Run 1, selected gate families:
Scale bar: 20 um.
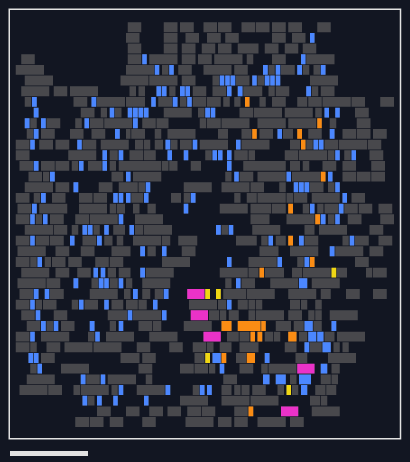
Run 1, clock distribution:
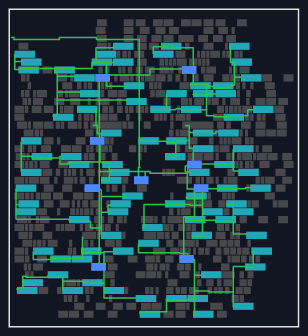
Run 1, routing congestion map:
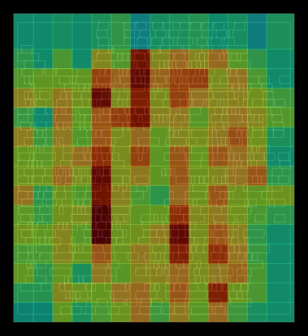
$ cat config.mk
export PLATFORM = sky130hd
export DESIGN_NAME = mem_stage_ctrl
export DESIGN_NICKNAME = d
export VERILOG_FILES = /design/src/rtl/mem_stage_ctrl.sv
export SDC_FILE = /design/constraint.sdc
export NUM_CORES = 1
export LEC_CHECK = 0
export CAP_MARGIN = 40
export CORE_ASPECT_RATIO = 1.1
export CORE_UTILIZATION = 40
export CTS_CLUSTER_SIZE = 24
export DETAILED_ROUTE_END_ITERATION = 10
export PLACE_DENSITY = 0.74
export SLEW_MARGIN = 20
export SYNTH_ARGS = -nofsm -noshare
export SYNTH_HDL_FRONTEND = slang
export SYNTH_SLANG_ARGS = --single-unit
$ cat constraint.sdc
create_clock -name clock -period 4.4 [get_ports clock]
set_input_delay 0.66 -clock clock [delete_from_list [all_inputs] [get_ports clock]]
set_output_delay 0.66 -clock clock [all_outputs]
set_load 0.005 [all_outputs]
$ cat src/rtl/mem_stage_ctrl.sv
`default_nettype none
// +-----------------------------------------------------------------------------+
// | mem_stage_ctrl: MEM-stage sequencer for data-memory req/ack accesses,       |
// | pipeline stall generation and registered writeback outputs.                 |
// | Revision: 1.0                                                               |
// +-----------------------------------------------------------------------------+
module mem_stage_ctrl #(
  parameter int DATA_W  = 16,
  parameter int REG_W   = 3,
  parameter int TIMEOUT = 15
) (
  input  logic              clock,
  input  logic              reset,
  input  logic [DATA_W-1:0] mem_alu_out,
  input  logic [DATA_W-1:0] mem_reg2_val,
  input  logic [REG_W-1:0]  mem_fwd_reg,
  input  logic [DATA_W-1:0] mem_lb_const,
  input  logic              mem_mem_read,
  input  logic              mem_mem_write,
  input  logic [1:0]        mem_memtoreg,
  input  logic              mem_regwrite,
  output logic              dmem_req,
  output logic              dmem_we,
  output logic [DATA_W-1:0] dmem_addr,
  output logic [DATA_W-1:0] dmem_wdata,
  input  logic [DATA_W-1:0] dmem_rdata,
  input  logic              dmem_ack,
  output logic              stall,
  output logic [DATA_W-1:0] wb_data,
  output logic [REG_W-1:0]  wb_dest,
  output logic              wb_regwrite,
  output logic              err_timeout,
  output logic              err_rw
);

  typedef enum logic [1:0] {
    ST_IDLE = 2'd0,
    ST_WAIT = 2'd1,
    ST_RESP = 2'd2
  } state_t;

  localparam logic [7:0] c_CNT_LAST = 8'(TIMEOUT - 1);

  state_t              r_state;
  state_t              w_state_nxt;
  logic [7:0]          r_cnt;
  logic [REG_W-1:0]    r_dest;
  logic [1:0]          r_memtoreg;
  logic                r_regwrite;
  logic [DATA_W-1:0]   r_lb_const;
  logic                w_op;
  logic                w_expire;

  function automatic logic [DATA_W-1:0] wb_select(
    input logic [1:0]        sel,
    input logic [DATA_W-1:0] alu,
    input logic [DATA_W-1:0] rdata,
    input logic [DATA_W-1:0] lbc
  );
    case (sel)
      2'b00:   wb_select = alu;
      2'b01:   wb_select = rdata;
      2'b10:   wb_select = lbc;
      default: wb_select = {{(DATA_W-8){1'b0}}, rdata[7:0]};
    endcase
  endfunction

  assign w_op     = mem_mem_read | mem_mem_write;
  assign w_expire = (r_cnt == c_CNT_LAST);
  assign stall    = ((r_state == ST_IDLE) && w_op) || (r_state == ST_WAIT);

  always_ff @(posedge clock) begin
    if (reset) r_state <= ST_IDLE;
    else       r_state <= w_state_nxt;
  end

  always_comb begin
    w_state_nxt = r_state;
    case (r_state)
      ST_IDLE: if (w_op) w_state_nxt = ST_WAIT;
      ST_WAIT: if (dmem_ack || w_expire) w_state_nxt = ST_RESP;
      ST_RESP: w_state_nxt = ST_IDLE;
      default: w_state_nxt = ST_IDLE;
    endcase
  end

  always_ff @(posedge clock) begin
    if (reset) begin
      dmem_req    <= 1'b0;
      dmem_we     <= 1'b0;
      dmem_addr   <= '0;
      dmem_wdata  <= '0;
      wb_data     <= '0;
      wb_dest     <= '0;
      wb_regwrite <= 1'b0;
      err_timeout <= 1'b0;
      err_rw      <= 1'b0;
      r_cnt       <= '0;
      r_dest      <= '0;
      r_memtoreg  <= '0;
      r_regwrite  <= 1'b0;
      r_lb_const  <= '0;
    end else begin
      case (r_state)
        ST_IDLE: begin
          if (w_op) begin
            // A simultaneous read and write is issued as a load.
            dmem_req    <= 1'b1;
            dmem_we     <= mem_mem_write & ~mem_mem_read;
            dmem_addr   <= mem_alu_out;
            dmem_wdata  <= mem_reg2_val;
            r_dest      <= mem_fwd_reg;
            r_memtoreg  <= mem_memtoreg;
            r_regwrite  <= mem_regwrite;
            r_lb_const  <= mem_lb_const;
            r_cnt       <= '0;
            wb_regwrite <= 1'b0;
            if (mem_mem_read && mem_mem_write) err_rw <= 1'b1;
          end else begin
            wb_data     <= wb_select(mem_memtoreg, mem_alu_out, dmem_rdata, mem_lb_const);
            wb_dest     <= mem_fwd_reg;
            wb_regwrite <= mem_regwrite;
          end
        end
        ST_WAIT: begin
          if (dmem_ack) begin
            // The latched address doubles as the ALU result of the held instruction.
            wb_data     <= wb_select(r_memtoreg, dmem_addr, dmem_rdata, r_lb_const);
            wb_dest     <= r_dest;
            wb_regwrite <= r_regwrite;
            dmem_req    <= 1'b0;
          end else if (w_expire) begin
            dmem_req    <= 1'b0;
            err_timeout <= 1'b1;
            wb_regwrite <= 1'b0;
          end else begin
            r_cnt <= r_cnt + 8'd1;
          end
        end
        ST_RESP: wb_regwrite <= 1'b0;
        default: ;
      endcase
    end
  end

endmodule
`default_nettype wire

==> notes.md, run 1 <==
run metrics: TritonCTS Buffers 9, register clock-pin slew on the reported worst setup and hold paths 0.08 ns, Compound Share, Synth 0.2049, H-tree Lvls 3, Simple-Gate Fraction of Synth Area 0.1989, grt ovf 0, RR Startpoint r_state[0], hold_ws between 0.4 and 0.5 ns, largest non-sequential cell family by area AND-OR/OR-AND gates, RSZ-0062 raised after global routing false, syn_nets 611, Hold Path Cell Cnt 2, port buffer count approximately 130, largest net degree at the start of global routing 73, core footprint ~10000 um^2, Final TNS setup 0 ns, Top cell excl fill/tap nand2_1, Synth cell types about 42, drt total wl about 12000 um, status finished, final reports clean, Initial Util 0.4178
Notes on 'selected gate families' above:
- blue: nand cells (cells 166; where spread over the die)
- orange: nor cells (cells 20)
- yellow: inv cells (cells 5)
- magenta: fa/ha/maj cells (cells 5; where south)

Notes on 'clock distribution' above:
- blue: clock drivers (count 9)
- cyan: flip-flops (count 88)
- green: clock wires (length 1110 um)
- routed clock nets: 10
Clk. pwr: 645 uW
Late-Pin Clk Latency: 0.36 ns
Clk pwr share: 0.277

Notes on 'routing congestion map' above:
post-layout util: 0.5771
GRT Total Usage: 0.2198
routing usage on met2: 0.3884
GRT met3 Usage: 0.05192

## run 1: cell type report
type | instances | area (um^2)
Clock buffer | 12 | 155.1
Clock inverter | 4 | 76.32
Fill cell | 914 | 4223
Inverter | 5 | 18.77
Multi-Input combinational cell | 393 | 2196
Sequential cell | 88 | 1762
Tap cell | 120 | 150.1
Timing Repair Buffer | 141 | 1404
## run 1: how the worst max path moves through the flow
| stage | startpoint | to | slack [ns] | depth (start not counted) |
|---|---|---|---|---|
| finish | mem_mem_write | stall | 1.40 | 5 |
| global route | mem_mem_write | stall | 1.29 | 5 |
| CTS | mem_mem_write | stall | 1.40 | 5 |
| detailed placement | mem_mem_write | stall | 1.41 | 5 |
| global placement | mem_mem_write | wb_data[8] | 1.41 | 5 |
| floorplan | mem_mem_write | stall | 2.35 | 4 |
## run 1: layer usage
metal	global-route usage	vias up
li1	-	2055
met1	0.2595	1975
met2	0.3884	135
met3	0.05192	15
met4	0.08088	0
met5	0	-
## run 1: where the power goes
| group | leakage, nW | switching, mW | internal [mW] |
|---|---|---|---|
| registers | 0.724 | 0.0730 | 0.900 |
| logic | 1.33 | 0.355 | 0.351 |
| clock network | 0.113 | 0.292 | 0.352 |
## run 1: metrics by stage
step | power (mW) | util
after floorplan | 1.359 | -
after global placement | 1.664 | 0.5494
after global routing | 2.455 | 0.5771
final | 2.325 | 0.5771
after CTS | 2.341 | 0.5771
after detailed placement | 1.699 | 0.5539
## run 1: critical path: stages
cell             delay, ns
clkdlybuf4s50_1       0.56
o21ai_4               0.21
buf_4                 0.34
nand2_1               0.09
clkdlybuf4s50_1       0.47
Run 1, cell sizes after repair:
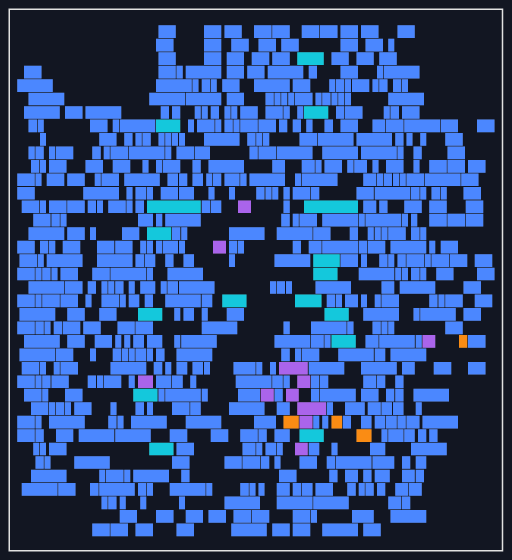

==> inputs of run 2 (changes only) <==
==> constraint.sdc (replaced) <==
create_clock -name clock -period 2.94 [get_ports clock]
set_input_delay 0.441 -clock clock [delete_from_list [all_inputs] [get_ports clock]]
set_output_delay 0.441 -clock clock [all_outputs]
set_load 0.005 [all_outputs]
Run 2, cell sizes after repair:
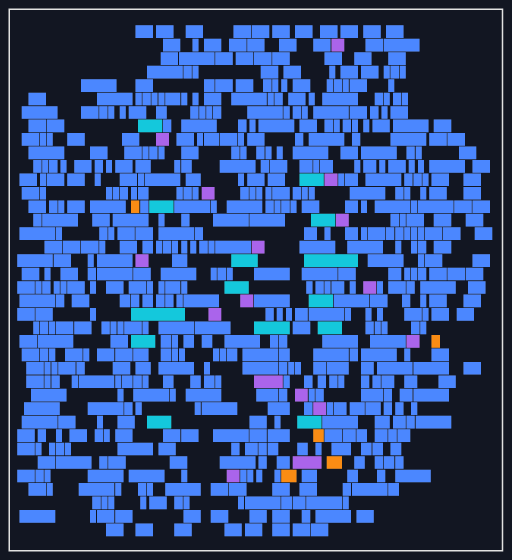
- orange: _2 cells (cells 5; share 0.77%)
- blue: _0 and _1 cells (cells 612; share 95%)
- cyan: _6 and larger (cells 14; share 2.2%)
- purple: _3 and _4 cells (cells 16; share 2.5%)

==> notes.md, run 2 <==
run metrics: Fillers 912, status finished, final reports clean, post-layout util 0.5788, switching share of power 0.3129, RSZ-0062 raised after global routing false, worst stage delay on the critical path ~0.50 ns, drt total wl around 12000 um, Final Total Pwr between 3 and 4 mW, Seq pwr share 0.419, grt ovf 0, Crit path max-delay family buffers and inverters, Clk pwr share 0.271, combinational share of power 0.310, Worst path most repeated cell inv_1, highest-delay cell along the critical path clkdlybuf4s50_1, H-tree Lvls 3, port buffer count 131, largest net degree at the start of global routing 73, Late-Pin Clk Latency 0.36 ns, hold_ws ~0.46 ns, crit path buf inv count 4, worst-path cell chain inv_1 -> ha_1 -> buf_4 -> inv_1 -> nand2_1 -> clkdlybuf4s50_1, GRT Total Usage 0.2268, Cell Int Power about 2.4 mW, RR Startpoint r_state[0], clk root buf clkbuf_8, Final TNS setup 0 ns, Synth cell types 42, row count 38, Initial Util 0.4178, P_sw around 1.1 mW
run 2: cell counts after synthesis:
Identical to the previous run, type by type.
run 2: area by class of cell:
class                      instances  area, um^2  share of cell area
clock buffer                      11       141.4             0.02446
clock inverter                     5       80.08             0.01386
inverter                           5       18.77            0.003247
multi-input combinational        393        2196              0.3800
sequential                        88        1762              0.3048
tap                              120       150.1             0.02598
timing repair buffer             145        1431              0.2477
run 2: kinds of logic after synthesis:
group | count (synthesis) | synth area share
flops | 88 | 0.4223
mux | 43 | 0.1032
fa+ha+maj | 5 | 0.01500
simple gates | 198 | 0.1989
buf+inv | 50 | 0.05579
compound gates | 147 | 0.2049
run 2: how the worst max path moves through the flow:
stage	start	endpoint	slack, ns
after floorplan	r_state[0]	stall	1.16
after global placement	mem_mem_write	wb_data[7]	0.54
after detailed placement	mem_mem_write	wb_data[6]	0.45
after CTS	r_state[1]	stall	0.51
after global routing	r_state[1]	stall	0.32
final	r_state[1]	stall	0.51
run 2: power groups by stage:
stage | clock network, mW | registers, mW | logic, mW
CTS | 0.960 | 1.46 | 1.08
floorplan | 0 | 1.46 | 0.575
finish | 0.940 | 1.45 | 1.08
detailed placement | 0 | 1.48 | 1.08
global route | 1.02 | 1.48 | 1.19
global placement | 0 | 1.49 | 1.03
run 2: worst register-to-register path, stage by stage, from the launching register on:
cell and delay [ns]:
dfxtp_1 0.37, inv_1 0.07, ha_1 0.33, o21a_2 0.34, nor3_4 0.48, nand2_1 0.28
o22ai_1 0.22
run 2: metal layers:
metal,vias to the layer above,global-route usage,wire length (um)
met1,1931,0.2743,5119
met2,121,0.3914,5870
met4,0,0.08929,201
li1,2065,-,-
met3,19,0.05128,707
met5,-,0,0
Power is estimated from default activity; no workload was simulated.
